**src/rtl/updown_counter_n_pkg.sv**
```systemverilog
// Shared types and helpers for the parametrised up/down counter.
// Optional prescaler feature macro: UPDOWN_CNT_PRESCALE_EN
package updown_cnt_pkg;

  typedef enum logic {CNT_WRAP = 1'b0, CNT_SAT  = 1'b1} cnt_mode_t;
  typedef enum logic {CNT_UP   = 1'b0, CNT_DOWN = 1'b1} cnt_dir_t;

  // Wide enough for WIDTH+1 arithmetic at the largest supported WIDTH (16).
  localparam int unsigned CNT_ARITH_W = 17;

  // Out-of-range load values pin to the top of the count range; they never wrap.
  function automatic logic [CNT_ARITH_W-1:0] clamp_load(
    input logic [CNT_ARITH_W-1:0] val,
    input logic [CNT_ARITH_W-1:0] max_val
  );
    return (val > max_val) ? max_val : val;
  endfunction

endpackage

```
**src/rtl/updown_counter_n_if.sv**
```systemverilog
// Control/status bundle of the up/down counter.
// Optional prescaler feature macro: UPDOWN_CNT_PRESCALE_EN
interface updown_counter_n_if #(
  parameter int WIDTH = 4
);
  logic             en;
  logic             down;
  logic             sat;
  logic             load;
  logic [WIDTH-1:0] load_val;
  logic [WIDTH-1:0] q;
  logic             tc;
  logic             wrapped;

  modport master (
    output en, down, sat, load, load_val,
    input  q, tc, wrapped
  );

  modport slave (
    input  en, down, sat, load, load_val,
    output q, tc, wrapped
  );
endinterface

```
**src/rtl/updown_counter_n_prescaler.sv**
```systemverilog
// Enable divider: counts enabled edges modulo PRESCALE and raises tick on the
// last phase so the counter steps once per PRESCALE enabled edges.
// Used only when UPDOWN_CNT_PRESCALE_EN is defined.
module updown_prescaler #(
  parameter int PRESCALE = 4
) (
  input  logic clk,
  input  logic reset,
  input  logic en,
  input  logic clr,
  output logic tick
);
  localparam int CW = (PRESCALE > 2) ? $clog2(PRESCALE) : 1;
  localparam logic [CW-1:0] LP_LAST = CW'(PRESCALE - 1);

  logic [CW-1:0] r_cnt;

  // tick is combinational so the counter steps on the same edge the phase rolls over
  assign tick = en && (r_cnt == LP_LAST);

  // Phase counter: clear wins, en=0 freezes the phase
  always_ff @(posedge clk or posedge reset) begin
    if (reset) begin
      r_cnt <= '0;
    end else if (clr) begin
      r_cnt <= '0;
    end else if (en) begin
      if (r_cnt == LP_LAST) r_cnt <= '0;
      else                  r_cnt <= r_cnt + CW'(1);
    end
  end
endmodule

```
**src/rtl/updown_counter_n.sv**
```systemverilog
// Parametrised up/down counter with parallel load, count enable, wrap or
// saturate mode, terminal-count and wrap-event flags.
// Optional feature macro: UPDOWN_CNT_PRESCALE_EN (divides the count enable by PRESCALE).
module updown_counter_n
  import updown_cnt_pkg::*;
#(
  parameter int WIDTH    = 4,
  parameter int MODULUS  = 16,
  parameter int PRESCALE = 4
) (
  input  logic               clk,
  input  logic               reset,
  updown_counter_n_if.slave  bus
);
  localparam logic [WIDTH:0]             LP_MAX   = (WIDTH+1)'(MODULUS - 1);
  localparam logic [CNT_ARITH_W-1:0]     LP_MAX_W = CNT_ARITH_W'(MODULUS - 1);

  // Count is held one bit wider than q so MODULUS == 2**WIDTH cannot overflow.
  logic [WIDTH:0] r_q;
  logic           r_wrapped;
  logic [WIDTH:0] w_next_q;
  logic           w_next_wrap;
  logic           w_step_en;
  logic [WIDTH:0] w_load_q;
  cnt_dir_t       w_dir;
  cnt_mode_t      w_mode;

  assign w_dir    = cnt_dir_t'(bus.down);
  assign w_mode   = cnt_mode_t'(bus.sat);
  assign w_load_q = (WIDTH+1)'(clamp_load(CNT_ARITH_W'(bus.load_val), LP_MAX_W));

`ifdef UPDOWN_CNT_PRESCALE_EN
  updown_prescaler #(
    .PRESCALE (PRESCALE)
  ) u_prescaler (
    .clk   (clk),
    .reset (reset),
    .en    (bus.en),
    .clr   (bus.load),
    .tick  (w_step_en)
  );
`else
  assign w_step_en = bus.en;
`endif

  // Next-state selection: load beats count, count beats hold
  always_comb begin
    w_next_q    = r_q;
    w_next_wrap = 1'b0;
    if (bus.load) begin
      w_next_q = w_load_q;
    end else if (w_step_en) begin
      if (w_dir == CNT_UP) begin
        if (r_q == LP_MAX) begin
          if (w_mode == CNT_WRAP) begin
            w_next_q    = '0;
            w_next_wrap = 1'b1;
          end
        end else begin
          w_next_q = r_q + (WIDTH+1)'(1);
        end
      end else begin
        if (r_q == '0) begin
          if (w_mode == CNT_WRAP) begin
            w_next_q    = LP_MAX;
            w_next_wrap = 1'b1;
          end
        end else begin
          w_next_q = r_q - (WIDTH+1)'(1);
        end
      end
    end
  end

  // Count and wrap-pulse registers; wrapped lasts exactly one cycle per wrap
  always_ff @(posedge clk or posedge reset) begin
    if (reset) begin
      r_q       <= '0;
      r_wrapped <= 1'b0;
    end else begin
      r_q       <= w_next_q;
      r_wrapped <= w_next_wrap;
    end
  end

  assign bus.q       = r_q[WIDTH-1:0];
  assign bus.wrapped = r_wrapped;
  // Terminal count looks at the live direction, not the registered one
  assign bus.tc      = (w_dir == CNT_DOWN) ? (r_q == '0) : (r_q == LP_MAX);
endmodule

```
**src/flat_wrapper.sv**
```systemverilog
// flat-port wrapper written by rule: the top's interface ports become plain ports
module updown_counter_n_flat import updown_cnt_pkg::*;
#(
  parameter int WIDTH    = 4,
  parameter int MODULUS  = 16,
  parameter int PRESCALE = 4
)
  (clk, reset, bus_en, bus_down, bus_sat, bus_load, bus_load_val, bus_q, bus_tc, bus_wrapped);
  updown_counter_n_if #(.WIDTH(WIDTH)) bus_i ();
  input  logic clk;
  input  logic reset;
  input wire logic [$bits(bus_i.en)-1:0] bus_en;
  input wire logic [$bits(bus_i.down)-1:0] bus_down;
  input wire logic [$bits(bus_i.sat)-1:0] bus_sat;
  input wire logic [$bits(bus_i.load)-1:0] bus_load;
  input wire logic [$bits(bus_i.load_val)-1:0] bus_load_val;
  output wire logic [$bits(bus_i.q)-1:0] bus_q;
  output wire logic [$bits(bus_i.tc)-1:0] bus_tc;
  output wire logic [$bits(bus_i.wrapped)-1:0] bus_wrapped;
  assign bus_i.en = bus_en;
  assign bus_i.down = bus_down;
  assign bus_i.sat = bus_sat;
  assign bus_i.load = bus_load;
  assign bus_i.load_val = bus_load_val;
  assign bus_q = bus_i.q;
  assign bus_tc = bus_i.tc;
  assign bus_wrapped = bus_i.wrapped;
  updown_counter_n #(.WIDTH(WIDTH), .MODULUS(MODULUS), .PRESCALE(PRESCALE)) u_core (.clk(clk), .reset(reset), .bus(bus_i));
endmodule
```
**config.mk**
```make
export PLATFORM = sky130hd
export DESIGN_NAME = updown_counter_n_flat
export DESIGN_NICKNAME = d
export VERILOG_FILES = /design/src/rtl/updown_counter_n_pkg.sv /design/src/rtl/updown_counter_n_if.sv /design/src/rtl/updown_counter_n_prescaler.sv /design/src/rtl/updown_counter_n.sv /design/src/flat_wrapper.sv
export SDC_FILE = /design/constraint.sdc
export NUM_CORES = 1
export LEC_CHECK = 0
export CAP_MARGIN = 25
export CORE_AREA = 2 2 39 41
export CTS_CLUSTER_SIZE = 10
export DETAILED_ROUTE_END_ITERATION = 10
export DIE_AREA = 0 0 41 43
export PLACE_DENSITY = 0.68
export SYNTH_ARGS = -nofsm -noshare
export SYNTH_HDL_FRONTEND = slang
export SYNTH_HIERARCHICAL = 1
export SYNTH_SLANG_ARGS = --single-unit
```
**constraint.sdc**
```tcl
create_clock -name clk -period 1.9 [get_ports clk]
set_clock_uncertainty 0.15 [all_clocks]
set_input_delay 0.19 -clock clk [delete_from_list [all_inputs] [get_ports clk]]
set_output_delay 0.19 -clock clk [all_outputs]
set_load 0.05 [all_outputs]
```
==> notes.md <==
Physical implementation

Per the final report, max-transition violations number 0. Before placement the cells fill 37.3% of the core. The total tool warning count is 28. In the final layout, clock buffers and inverters account for 2.76% of the cell area. The count of hold buffers inserted by post-cts repair is 0.

The core region is 0.00138 mm2. For this run, the share of the core covered by cells in the final layout is 59.0%. For this run, the leading register cell type out of synthesis is dfrtp_1.

The count of buffering cells on the critical path with inverters included is 3. The die boundary height is 43 um. The highest achievable clock rate is 0.526 GHz. The root buffer cell is clkbuf_4.

The remaining max-slew budget at the tightest pin is 67.4%. The post-synthesis cell type with the largest instance count is inv_1. The clock share of power is 22.5%.

The library cell with the largest summed area after synthesis is dfrtp_1. The number of buffers on the longest clock path is 2. After detailed placement, the total cell area comes to 727 um2. The run finished, with violations left.

The delay contributed by the slowest stage of the critical path is 450 ps. The area fraction in and, or, nand and nor cells after synthesis is 23.3%. The number of detailed-routing iterations run before antenna repair is 4. The site row count is 14. The final-layout clock buffer total is 3. The adder-cell share of the synthesized area is 4.85%. Of all nets on the critical path, the largest fanout is 4. The TritonCTS buffer count is 3. The startpoint type of the worst setup path is a register. The share of power burned in combinational logic is 45.7%. Setup slack on the critical path of the routed design comes to -2.81 ps.

Per the layout area report, the register area comes to 153 um2. 0 antenna diodes ended up in the layout. The synthesis stat section lists a flop and latch total of 6. The required time at the endpoint of the critical path is 1560 ps. The combinational cell area excluding buffers and inverters is 349 um2. The power report puts the net switching power at 182 uW.

VDD sags by at most 0.203 mV. Max-cap violations in this run came to 0. Global routing used 22.3% of the available met1 tracks. For reference, the top cells by count after synthesis are 7 x inv_1, 6 x dfrtp_1, 5 x buf_4. The final number of setup-violating endpoints is 1. The cell area after synthesis is 515 um2. The via count of the first global-routing pass was 502. The final timing report derives a shortest allowable period of 1900 ps.

The final layout contains 100 nets. The arrival time of the worst setup path is 1560 ps. For the pin with the worst max-slew slack, the measured transition is 487 ps. STA classifies the critical path endpoint as a primary output. The post-synthesis share of cell area spent on and-or and or-and gates is 26.7%. The top cell class by occupied area is multi-input combinational cells. For reference, the most critical setup path is categorized as reg2out. The area fraction of the largest cell type after synthesis is 29.1%. The overflow left after global routing is 0. The share of synthesized area occupied by flip-flops and latches is 29.1%. The synthesized netlist net count is 73. In this run the remaining antenna-violating nets after routing total 0.

The total cell area reported by yosys after synthesis is 515 um2. The weighted congestion reported at the end of routability-driven placement is 0.898. The post-synthesis share of cell area spent on xor and xnor gates is 1.70%. The synthesized instance count is 61. The largest family of logic cells by area is AND-OR/OR-AND gates.

Walking the worst path, the cells encountered are inv_2 > ha_4 > nand4bb_4 > buf_6 > a21oi_4 > buf_12. For this run, global-route usage on met3 was measured as 4.19%. For this design the static power due to leakage is 0.000362 uW.

The total number of multi-input combinational cells is 43. For this design the ratio of total power to cell area is 613 mW/mm2. Multiplexer cells account for 1.94% of the synthesized area.

The critical register-to-register path endpoint is u_core/r_q[3]. Once iteration 0 of detailed routing completed, the report listed 26 DRC markers. The synthesized design contains 0 enable-type register cells. Sequential cells account for 31.8% of the total power. Per the post-place timing report, worst setup slack is -67.5 ps.

Per the CTS log, the maximum H-tree level is 1. Once the clock tree was built, the setup fixing pass inserted 2 buffers. The synthesis warning total is 6.

The clock-pin transition on the worst setup and hold timing paths is 40 ps. Setup repair after global routing could not meet its margin everywhere. The combinational share of cell area is 42.7%. The top cell type in the final layout, fill and taps aside, is buf_4. The number of vias per cell after detailed routing is 5.53. The post-route setup TNS is -2.81 ps. The worst register-to-register path has a setup slack of 100 ps. STA lists the startpoint of the worst register-to-register path as u_core/r_q[1]. The depth of the critical timing path with buffers and inverters included is 6. For reference, the post-synthesis area per instance comes to 8.45 um2.

The internal power of the cells totals 319 uW. The checks that failed: negative setup slack. The post-detailed-route DRC marker count is 0.

Entering global routing, the biggest net connects 10 pins. For reference, the top cells by area after synthesis are dfrtp_1 29%, buf_4 7.3%, inv_1 5.1%, ha_1 4.9%, a21oi_1 3.9%. By instance count after routing, the leading logic cell types are 15 x buf_4, 9 x clkdlybuf4s50_1, 5 x inv_1. The post-synthesis cell count from yosys is 61.

The count of cell types in the netlist is 29. The number of antenna violations at the first check in global routing came to 0. The cell with the largest stage delay on the worst path is dfrtp_2.

Leaving out the clock tree, the finished layout contains an inverter count of 7. The clock tree from TritonCTS is yes. The horizontal die dimension reported for this design is 41 um. The launch point of the worst path is u_core/r_q[1]. The plain and repair buffers instantiated in the layout total 27. Counting flops with an async set or reset pin after synthesis yields a share of 100%. Dividing the final minimum period by the clock period gives 100%.
[run 1: registers in the layout, indices dropped and copies added, names as in the netlist]
name / flops
u_core/bus.wrapped: 1
u_core/r_q: 5
[run 1: power by group through the flow]
stage / sequential [uW] / clock, uW / combinational, uW
2_1_floorplan: 157 / 0 / 134
3_5_place_dp: 158 / 0 / 205
5_1_grt: 162 / 126 / 246
3_3_place_gp: 157 / 0 / 201
4_1_cts: 156 / 118 / 226
6_report: 159 / 113 / 229
[run 1: stage by stage]
stage | std cells | hold WS, ps
floorplan | 61 | -169
global placement | 97 | 263
finish | 102 | 9.21
global route | 102 | 24.3
detailed placement | 97 | 268
CTS | 102 | 10.7
[run 1: metal layers]
metal	share of wire (%)	vias up
li1	-	273
met1	44	267
met2	51	24
met3	5.3	0
met4	0	0
met5	0	-
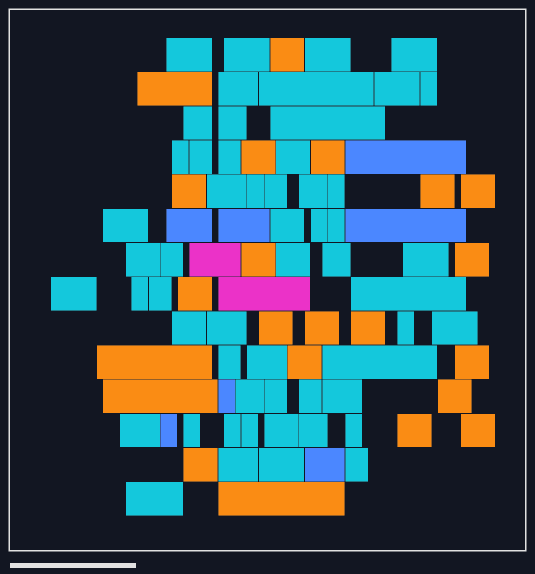
**Above:** run 1 (sizing map).
Bar = 10 um.
legend:
  x3 and x4:
    colour: orange
    cells: 22
  x6 and larger:
    colour: magenta
    cells: 2
  x2:
    colour: blue
    cells: 7
  x1 and smaller:
    colour: cyan
    cells: 55
total non-filler cell area in the finished layout: 817 um2
area delta synth->final: 58.5%

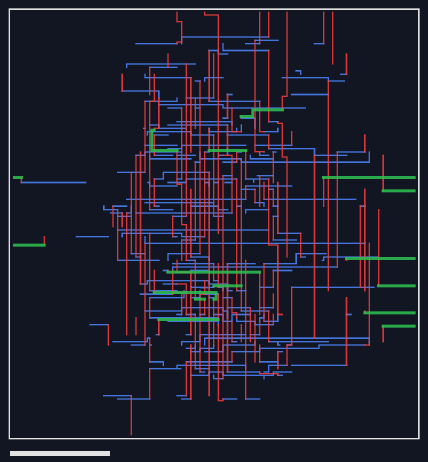
**Above:** run 1 (signal wires by layer).
Bar = 10 um.
legend:
  M1:
    colour: blue
    wire_length: 610 um
  M3:
    colour: green
    wire_length: 73.6 um
  M2:
    colour: red
    wire_length: 697 um
via count: 564
Routed WL: 1380 um
Global Route Usage Sum: 18.2%
per-cell routed wire length: 13.5 um

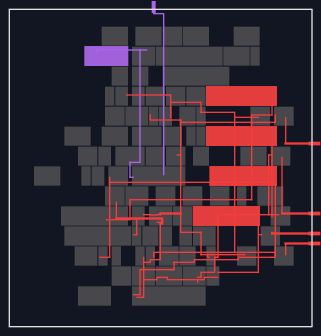
**Above:** run 1 (wires at chosen ports, followed through buffers).
legend:
  bus_tc:
    colour: purple
    bits: 1
    direction: output
    edge: top
    end_cells: 1
    buffers: 1
    wire: 50.0 um
  bus_q:
    colour: red
    bits: 4
    direction: output
    edge: right
    end_cells: 4
    buffers: 7
    wire: 337 um
count of buffers inserted at the top-level ports: 15
Top Ports: 16

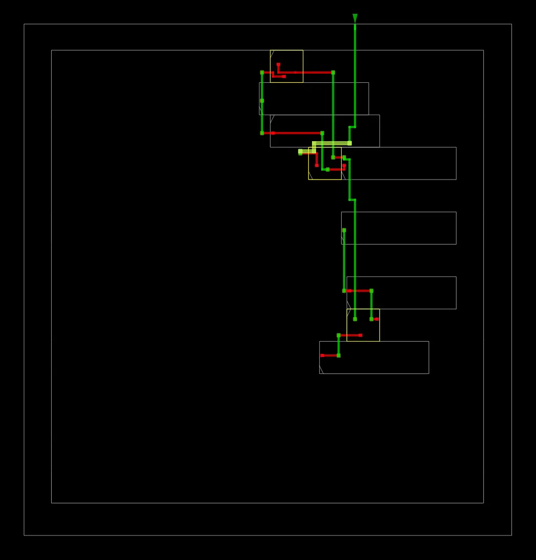
**Above:** run 1 (the clock network).
clock tree sinks: 6
flip-flop and latch count: 6
Power Clock: 113 uW

No activity file was given, so power comes from the tool's default toggle rates.
